--- src/rtl/hb_fifo_arb_pkg.sv ---
// Shared constants and state encoding for the host-bridge FIFO port-B write scheduler.
// Latency: n/a (declarations only).
// Backpressure: n/a.
package hb_fifo_arb_pkg;

  // Host FIFO word-address width (1k x 16 FIFO).
  localparam int HB_FIFO_AW = 10;

  // Requester indices on the req/grant/src_rd/done vectors.
  localparam int SRC_GPS = 0;
  localparam int SRC_RX  = 1;
  localparam int SRC_WF  = 2;
  localparam int SRC_MEM = 3;

  typedef enum logic [1:0] {
    ST_IDLE  = 2'd0,
    ST_GRANT = 2'd1,
    ST_XFER  = 2'd2,
    ST_DONE  = 2'd3
  } hb_arb_state_t;

endpackage

--- src/rtl/hb_fifo_arb_rr_pick.sv ---
// Round-robin priority encoder: first set req at or after rr_ptr, wrapping cyclically.
// Latency: purely combinational.
// Backpressure: none; valid low when no request is set.
// Ports: req (request levels), rr_ptr (highest-priority index), idx (chosen index), valid.
module rr_pick #(
  parameter  int NREQ = 4,
  localparam int IW   = $clog2(NREQ)
) (
  input  logic [NREQ-1:0] req,
  input  logic [IW-1:0]   rr_ptr,
  output logic [IW-1:0]   idx,
  output logic            valid
);

  // Walk the candidates from the lowest priority upwards so the highest
  // priority hit (closest to rr_ptr) is the last one written.
  always_comb begin : pick
    int j;
    idx   = '0;
    valid = 1'b0;
    j     = 0;
    for (int k = NREQ - 1; k >= 0; k--) begin
      j = int'(rr_ptr) + k;
      if (j >= NREQ) j = j - NREQ;
      if (req[j]) begin
        idx   = IW'(j);
        valid = 1'b1;
      end
    end
  end

endmodule

--- src/rtl/hb_fifo_arb.sv ---
// Port-B write scheduler: round-robin shares the host FIFO write port among bulk producers, clipping to free space.
// Latency: grant 1 clk after req seen in IDLE, first src_rd 1 clk later, done 1 clk after last src_rd.
// Backpressure: none on the FIFO side; producers wait on grant, boot_busy/frame_rst abort an active transfer.
// Ports: hb_clk/hb_rst_n; boot_busy, frame_rst, req, req_len, ovfl_clr in;
//        grant, src_rd, sel, hb_wr, fill, done, ovfl out (all registered).
module hb_fifo_arb
  import hb_fifo_arb_pkg::*;
#(
  parameter  int NREQ = 4,
  parameter  int AW   = HB_FIFO_AW,
  parameter  int CW   = 10,
  localparam int IW   = $clog2(NREQ)
) (
  input  logic              hb_clk,
  input  logic              hb_rst_n,
  input  logic              boot_busy,
  input  logic              frame_rst,
  input  logic [NREQ-1:0]   req,
  input  logic [NREQ*CW-1:0] req_len,
  output logic [NREQ-1:0]   grant,
  output logic [NREQ-1:0]   src_rd,
  output logic [IW-1:0]     sel,
  output logic              hb_wr,
  output logic [AW:0]       fill,
  output logic [NREQ-1:0]   done,
  output logic              ovfl,
  input  logic              ovfl_clr
);

  // Length arithmetic is wide enough for both req_len and the free-space count.
  localparam int          LW   = (CW > AW + 1) ? CW : AW + 1;
  localparam logic [AW:0] FULL = {1'b1, {AW{1'b0}}};

  hb_arb_state_t state_q, state_d;
  logic [IW-1:0]   idx_q, idx_d;
  logic [IW-1:0]   rr_ptr_q, rr_ptr_d;
  logic [LW-1:0]   rem_q, rem_d;
  logic            clip_q, clip_d;
  logic [NREQ-1:0] grant_d, src_rd_d, done_d;
  logic [IW-1:0]   sel_d;
  logic            hb_wr_d, ovfl_d, ovfl_set;
  logic [AW:0]     fill_d;

  logic [IW-1:0]   pick_idx;
  logic            pick_valid;
  logic [CW-1:0]   len_req;
  logic [LW-1:0]   len_w, space_w, len_eff;
  logic            clip_now;

  rr_pick #(.NREQ(NREQ)) u_rr_pick (
    .req    (req),
    .rr_ptr (rr_ptr_q),
    .idx    (pick_idx),
    .valid  (pick_valid)
  );

  // Fill is stable while IDLE (no writes in flight), so the clip decision can
  // be made at grant time from the current count.
  assign len_req  = req_len[int'(pick_idx) * CW +: CW];
  assign len_w    = LW'(len_req);
  assign space_w  = LW'(FULL - fill);
  assign clip_now = (len_w > space_w);
  assign len_eff  = clip_now ? space_w : len_w;

  always_comb begin
    state_d  = state_q;
    idx_d    = idx_q;
    rr_ptr_d = rr_ptr_q;
    rem_d    = rem_q;
    clip_d   = clip_q;
    grant_d  = grant;
    sel_d    = sel;
    src_rd_d = '0;
    hb_wr_d  = 1'b0;
    done_d   = '0;
    ovfl_set = 1'b0;

    // Count the word written this cycle; frame_rst discards it with the frame.
    if (frame_rst)                   fill_d = '0;
    else if (hb_wr && (fill != FULL)) fill_d = fill + 1'b1;
    else                             fill_d = fill;

    if (frame_rst || boot_busy) begin
      // Abort: drop ownership silently, no done pulse, keep rr_ptr.
      state_d = ST_IDLE;
      grant_d = '0;
    end else begin
      unique case (state_q)
        ST_IDLE: begin
          if (pick_valid) begin
            idx_d             = pick_idx;
            rem_d             = len_eff;
            clip_d            = clip_now;
            grant_d           = '0;
            grant_d[pick_idx] = 1'b1;
            sel_d             = pick_idx;
            state_d           = ST_GRANT;
          end
        end
        ST_GRANT: begin
          ovfl_set = clip_q;
          if (rem_q == '0) begin
            done_d[idx_q] = 1'b1;
            state_d       = ST_DONE;
          end else begin
            src_rd_d[idx_q] = 1'b1;
            hb_wr_d         = 1'b1;
            rem_d           = rem_q - 1'b1;
            state_d         = ST_XFER;
          end
        end
        ST_XFER: begin
          // rem_q counts words still to issue after the one on src_rd now.
          if (rem_q != '0) begin
            src_rd_d[idx_q] = 1'b1;
            hb_wr_d         = 1'b1;
            rem_d           = rem_q - 1'b1;
          end else begin
            done_d[idx_q] = 1'b1;
            state_d       = ST_DONE;
          end
        end
        ST_DONE: begin
          grant_d  = '0;
          rr_ptr_d = (int'(idx_q) == NREQ - 1) ? '0 : idx_q + 1'b1;
          state_d  = ST_IDLE;
        end
        default: state_d = ST_IDLE;
      endcase
    end

    // A clip in the same cycle as a clear must stay visible.
    if (ovfl_set)      ovfl_d = 1'b1;
    else if (ovfl_clr) ovfl_d = 1'b0;
    else               ovfl_d = ovfl;
  end

  always_ff @(posedge hb_clk or negedge hb_rst_n) begin
    if (!hb_rst_n) begin
      state_q  <= ST_IDLE;
      idx_q    <= '0;
      rr_ptr_q <= '0;
      rem_q    <= '0;
      clip_q   <= 1'b0;
      grant    <= '0;
      src_rd   <= '0;
      sel      <= '0;
      hb_wr    <= 1'b0;
      fill     <= '0;
      done     <= '0;
      ovfl     <= 1'b0;
    end else begin
      state_q  <= state_d;
      idx_q    <= idx_d;
      rr_ptr_q <= rr_ptr_d;
      rem_q    <= rem_d;
      clip_q   <= clip_d;
      grant    <= grant_d;
      src_rd   <= src_rd_d;
      sel      <= sel_d;
      hb_wr    <= hb_wr_d;
      fill     <= fill_d;
      done     <= done_d;
      ovfl     <= ovfl_d;
    end
  end

endmodule

--- config.mk ---
export PLATFORM = sky130hd
export DESIGN_NAME = hb_fifo_arb
export DESIGN_NICKNAME = d
export VERILOG_FILES = /design/src/rtl/hb_fifo_arb_pkg.sv /design/src/rtl/hb_fifo_arb_rr_pick.sv /design/src/rtl/hb_fifo_arb.sv
export SDC_FILE = /design/constraint.sdc
export NUM_CORES = 1
export LEC_CHECK = 0
export CORE_MARGIN = 2
export CORE_UTILIZATION = 40
export DETAILED_ROUTE_END_ITERATION = 8
export GPL_ROUTABILITY_DRIVEN = 0
export PLACE_DENSITY = 0.69
export SLEW_MARGIN = 30
export SYNTH_ARGS = -nofsm -noshare
export SYNTH_HDL_FRONTEND = slang
export SYNTH_SLANG_ARGS = --single-unit
--- constraint.sdc ---
create_clock -name hb_clk -period 3 [get_ports hb_clk]
set_clock_uncertainty 0.05 [all_clocks]
set_input_delay 0.6 -clock hb_clk [delete_from_list [all_inputs] [get_ports hb_clk]]
set_output_delay 0.6 -clock hb_clk [all_outputs]
set_load 0.01 [all_outputs]
==> results.rst <==
Implementation results
======================

.. list-table::
   :header-rows: 1

   * - Metric
     - Value
   * - First-iteration detailed-routing DRC count
     - 162
   * - Count of nets after finishing
     - 532
   * - Fraction of synthesized area in multiplexers
     - 9.73%
   * - Top flip-flop cell by instance count after synthesis
     - dfrtp_1
   * - Final core utilization
     - 60.1%
   * - Vias in the first global route
     - 3087
   * - Core Util at FP
     - 41.0%
   * - Proportion of netlist area held by the largest area contributor
     - 34.2%
   * - Transition time at the pin with the least slew margin
     - 0.558 ns
   * - Run status
     - finished, violations left
   * - Total number of warnings across the stage logs
     - 36
   * - Post-Route WL
     - 8.87 mm
   * - Delay contributed by the slowest stage of the critical path
     - 0.33 ns
   * - Count of placed standard cells including taps
     - 548
   * - Buffer cell driving the clock tree root
     - clkbuf_8
   * - Post-synthesis share of cell area spent on full adders, half adders and majority gates
     - 8.34%
   * - Period utilization
     - 110%
   * - Total congestion overflow after global routing
     - 0
   * - Largest net degree at the start of global routing
     - 44
   * - Number of antenna violations at the first check in global routing
     - 0
   * - Global-route wire length before repair
     - 14.4 mm
   * - Cell-by-cell trace of the critical path
     - buf_8 -> nor2b_4 -> buf_4 -> o21ba_1 -> nor2_4 -> buf_6 -> mux2i_1 -> mux2_4 -> inv_1 -> ha_4 -> nand4_1 -> a22oi_1 -> o21bai_1 -> a211o_1 -> buf_6 -> and2_4 -> a211o_1
   * - Chip area
     - 8600 µm²
   * - Top logic cells by instance count in the layout
     - clkdlybuf4s50_1 (70), dfrtp_1 (42), nor2_1 (41), buf_4 (38), nand2_1 (32)
   * - Number of maximum-capacitance violations
     - 0
   * - Most frequently placed logic cell in the final layout
     - clkdlybuf4s50_1
   * - Crit path kind
     - in2reg
   * - Worst setup path start
     - req[0]
   * - Synthesized Nets
     - 420
   * - Register area share after synthesis
     - 34.2%
   * - And+or+nand+nor area frac
     - 21.7%
   * - Post-synth tally of flip-flops with integrated enable
     - 0
   * - Number of nets with antenna violations after detailed routing
     - 0
   * - Clock net sink count
     - 43
   * - I/O pin count
     - 76
   * - Worst slew slack as a fraction of its limit
     - 62.8%
   * - Post-layout minimum cycle time
     - 3.30 ns
   * - Antenna diode count
     - 0
   * - Total number of yosys warnings
     - 0
   * - Cell total in the yosys stat output
     - 350
   * - Mapped Area
     - 3150 µm²
   * - Comb gate area
     - 2070 µm²
   * - Core box area
     - 7690 µm²
   * - Worst reg2reg setup slack
     - -0.27 ns
   * - TritonCTS clock tree
     - yes
   * - Tally of non-filler cells in the final layout
     - 565
   * - Routed wirelength normalized by instance count
     - 15.7 µm
   * - Xor/xnor cell area share of the yosys netlist
     - 5.28%
   * - Fin. Hold Viols
     - 0
   * - R2R cell count
     - 16
   * - Total number of vias
     - 3029
   * - Library cell occupying the most area in the post-synthesis netlist
     - dfrtp_1
   * - DP Worst Slack
     - -0.997 ns
   * - Data required, critical path
     - 3.14 ns
   * - Leak Pwr
     - 0.00203 µW
   * - H-Tree Depth
     - 2
   * - Reg-to-reg startpoint
     - rr_ptr_q[0]
   * - Crit Path Max Fanout
     - 7
   * - Fmax
     - 303 MHz
   * - Crit end category
     - flop
   * - Post-route cell area
     - 4620 µm²
   * - VDD IR max
     - 0.222 mV
   * - Number of buffers added on ports
     - 75
   * - Vert. Die Dim
     - 92.7 µm
   * - Leading cell types by total area after synthesis
     - dfrtp_1 (34%), ha_1 (8.3%), mux2i_1 (7.9%)
   * - Setup violations, final
     - 11
   * - Number of distinct library cells after synthesis
     - 55
   * - Synth logic family
     - simple AND/OR/NAND/NOR gates
   * - Area Growth Syn to Fin
     - 46.7%
   * - Row Count
     - 32
   * - Synth Register Bits
     - 43
   * - Startpoint class of the critical path
     - primary input
   * - Overall die width
     - 92.7 µm
   * - Routed via count divided by cell count
     - 5.36
   * - Reg-to-reg critical path endpoint
     - rem_q[7]
   * - Power density over cell area
     - 405 nW/µm²
   * - Violations in the final reports
     - setup timing
   * - Total area of sequential cells
     - 1080 µm²
   * - Async S/R FF share, synth
     - 100%
   * - Cell type of the slowest stage on the worst timing path
     - a211o_1
   * - CTS clock-pin slew for the worst setup and hold paths
     - 0.09 ns
   * - Instance tally after logic synthesis
     - 350
   * - Post-detail-place hpwl
     - 6.57 mm
   * - Synthesized area per cell
     - 9.00 µm²
   * - Final max-slew violation count
     - 0
   * - Clock Tree Buf Depth
     - 2
   * - Worst setup margin
     - -0.299 ns
   * - Instance area after placement
     - 4250 µm²
   * - Arr. time, crit path
     - 3.44 ns
   * - Worst hold-check path type
     - in2async
   * - All-Layer GR Usage
     - 21.1%
   * - DRC Markers
     - 0
   * - Yosys synthesis chip area
     - 3150 µm²
   * - Fraction of layout cells with a size suffix above 1
     - 21.2%
   * - 1st-pass router iterations
     - 4
   * - Setup TNS
     - -2.59 ns
   * - Setup repair after global routing missed its margin
     - true
   * - Post-Synth AOI/OAI Area
     - 15.9%
   * - Number of fillers in the final layout
     - 676
where the power goes:
group / internal (µW) / switching, µW / total (µW)
Sequential: 634 / 71.3 / 705
Clock: 270 / 209 / 478
Combinational: 364 / 325 / 688
timing repair:
action,in CTS,in global routing
setup buffers,7,4
endpoints found under the hold margin,0,0
hold buffers,0,0
resized,34,25
cloned,1,0
pin swaps,10,11
setup endpoints to repair,11,11
cells in the mapped netlist (all sizes together) (4+ instances only):
cell,count
a211oi,6
nand2,33
xnor2,6
clkbuf,6
nand3,12
inv,19
a21oi,7
nor3,12
nand4,8
buf,10
mux2i,25
nor2b,5
dfrtp,43
a211o,9
mux2,5
ha,21
nor2,43
nor4,8
o21ai,16
a22oi,4
xor2,13
worst max-delay path, delay by kind of cell:
kind | cells | cell delay, ns
and+or+nand+nor | 4 | 0.49
AOI/OAI and AO/OA | 5 | 1.08
adders and majority gates | 1 | 0.27
buffers and inverters | 5 | 0.58
muxes | 2 | 0.41
through the flow:
stage,hold slack (ns),total power [µW]
6_report,0.227,1870
5_1_grt,0.273,1980
4_1_cts,0.427,1840
3_5_place_dp,0.435,1320
3_3_place_gp,0.415,1300
2_1_floorplan,0.254,1070
flip-flops by register name, indices dropped and copies added (netlist names):
signal / cells
clip_q: 1
done: 4
fill: 11
grant: 4
hb_wr: 1
idx_q: 2
ovfl: 1
rem_q: 11
rr_ptr_q: 2
src_rd: 4
state_q: 2
layer usage:
layer / track usage, % / share of wire, % / vias up / wire (µm)
met3: 3.99 / 3.6 / 11 / 321
met1: 25.7 / 44 / 1483 / 3870
met5: 0 / 0 / - / 0
met2: 38.1 / 51 / 64 / 4560
met4: 5.39 / 1.4 / 0 / 123
li1: - / - / 1471 / -
logic make-up (layout without fill, tap and decap cells):
family          Yosys count  after routing
fa+ha+maj                21             21
xor+xnor                 19             19
buf+inv                  35            148
compound gates           66             66
mux                      30             30
flops                    43             43
simple gates            136            136
final cells by class:
class / instances / area share (%)
flip-flops and latches: 43 / 23.3
inverters: 19 / 1.54
clock buffers: 6 / 1.79
well taps: 102 / 2.76
clock inverters: 2 / 0.758
repair buffers: 121 / 25.0
multi-input cells: 272 / 44.8
worst max-delay path by stage:
stage	to	slack, ns	cells past startpoint
finish	rem_q[7]	-0.30	17
global route	rem_q[8]	-0.43	14
CTS	rem_q[4]	-0.40	15
detailed placement	rem_q[3]	-1.0	16
global placement	rem_q[9]	-0.89	14
floorplan	rem_q[5]	-0.37	14
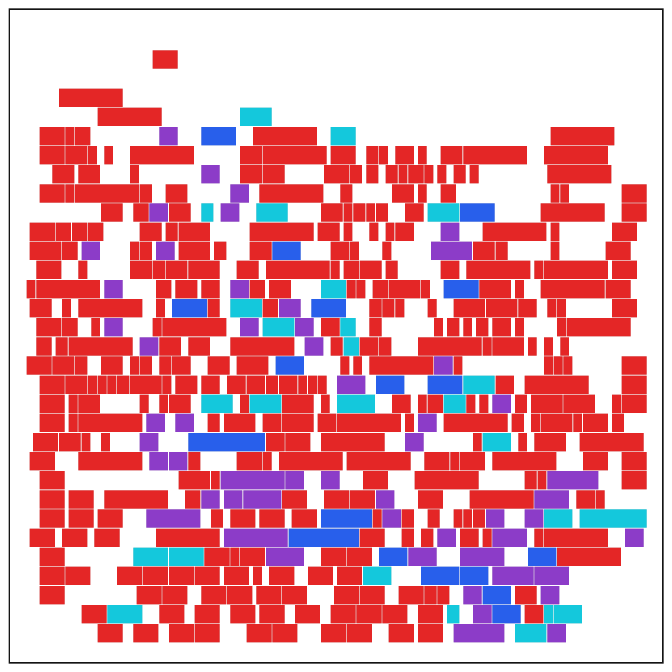
**Above:** drive-strength map.
[purple] drive 3 to 4 | cells: 54 | share: 12%
[blue] drive 6 and up | cells: 18 | share: 3.9%
[cyan] drive 2 | cells: 26 | share: 5.6%
[red] drive 1 or less | cells: 365 | share: 79%

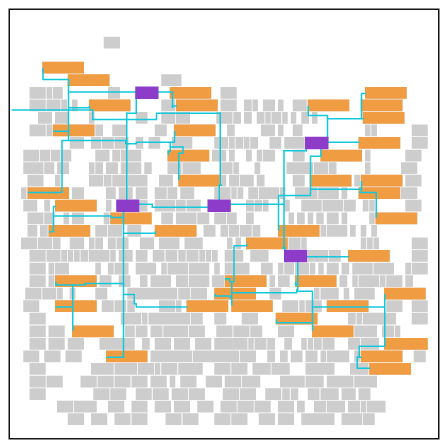
**Above:** clock distribution.
[cyan] clock wires | length: 597 µm
[purple] cells driving clock nets | count: 5
[orange] flip-flops | count: 43
routed clock nets: 6

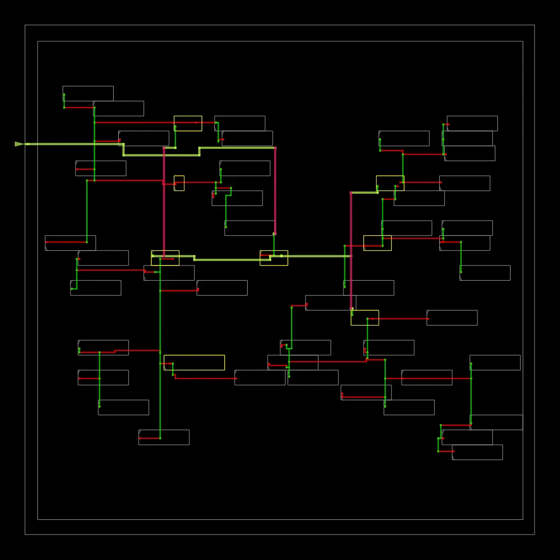
**Above:** clock wiring as the flow saved it.
power attributed to the clock group: 478 µW
clk latency late pin: 0.30 ns
Num CTS Buffers: 5
clk_buf instances: 6

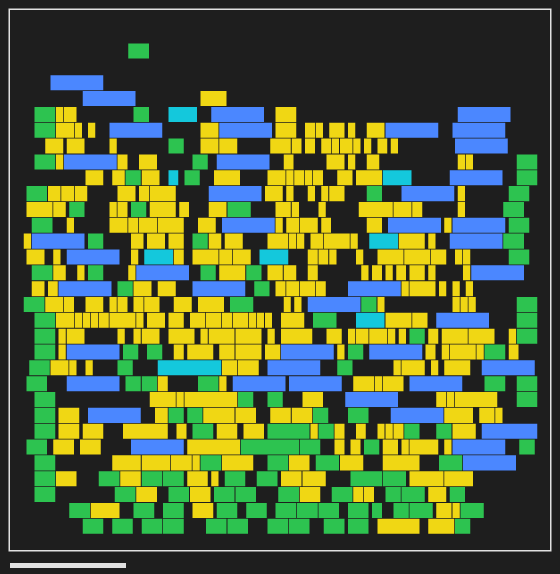
**Above:** cell classes on the final placement.
The bar under the picture is 20 µm long.
[yellow] all other logic | cells: 291 | share of their area: 48%
[cyan] clock drivers and dummy loads | cells: 8 | share of their area: 2.6%
[blue] flip-flops | cells: 43 | share of their area: 24%
[green] other buffers and delay cells | cells: 121 | share of their area: 26%

No activity file was given, so power comes from the tool's default toggle rates.
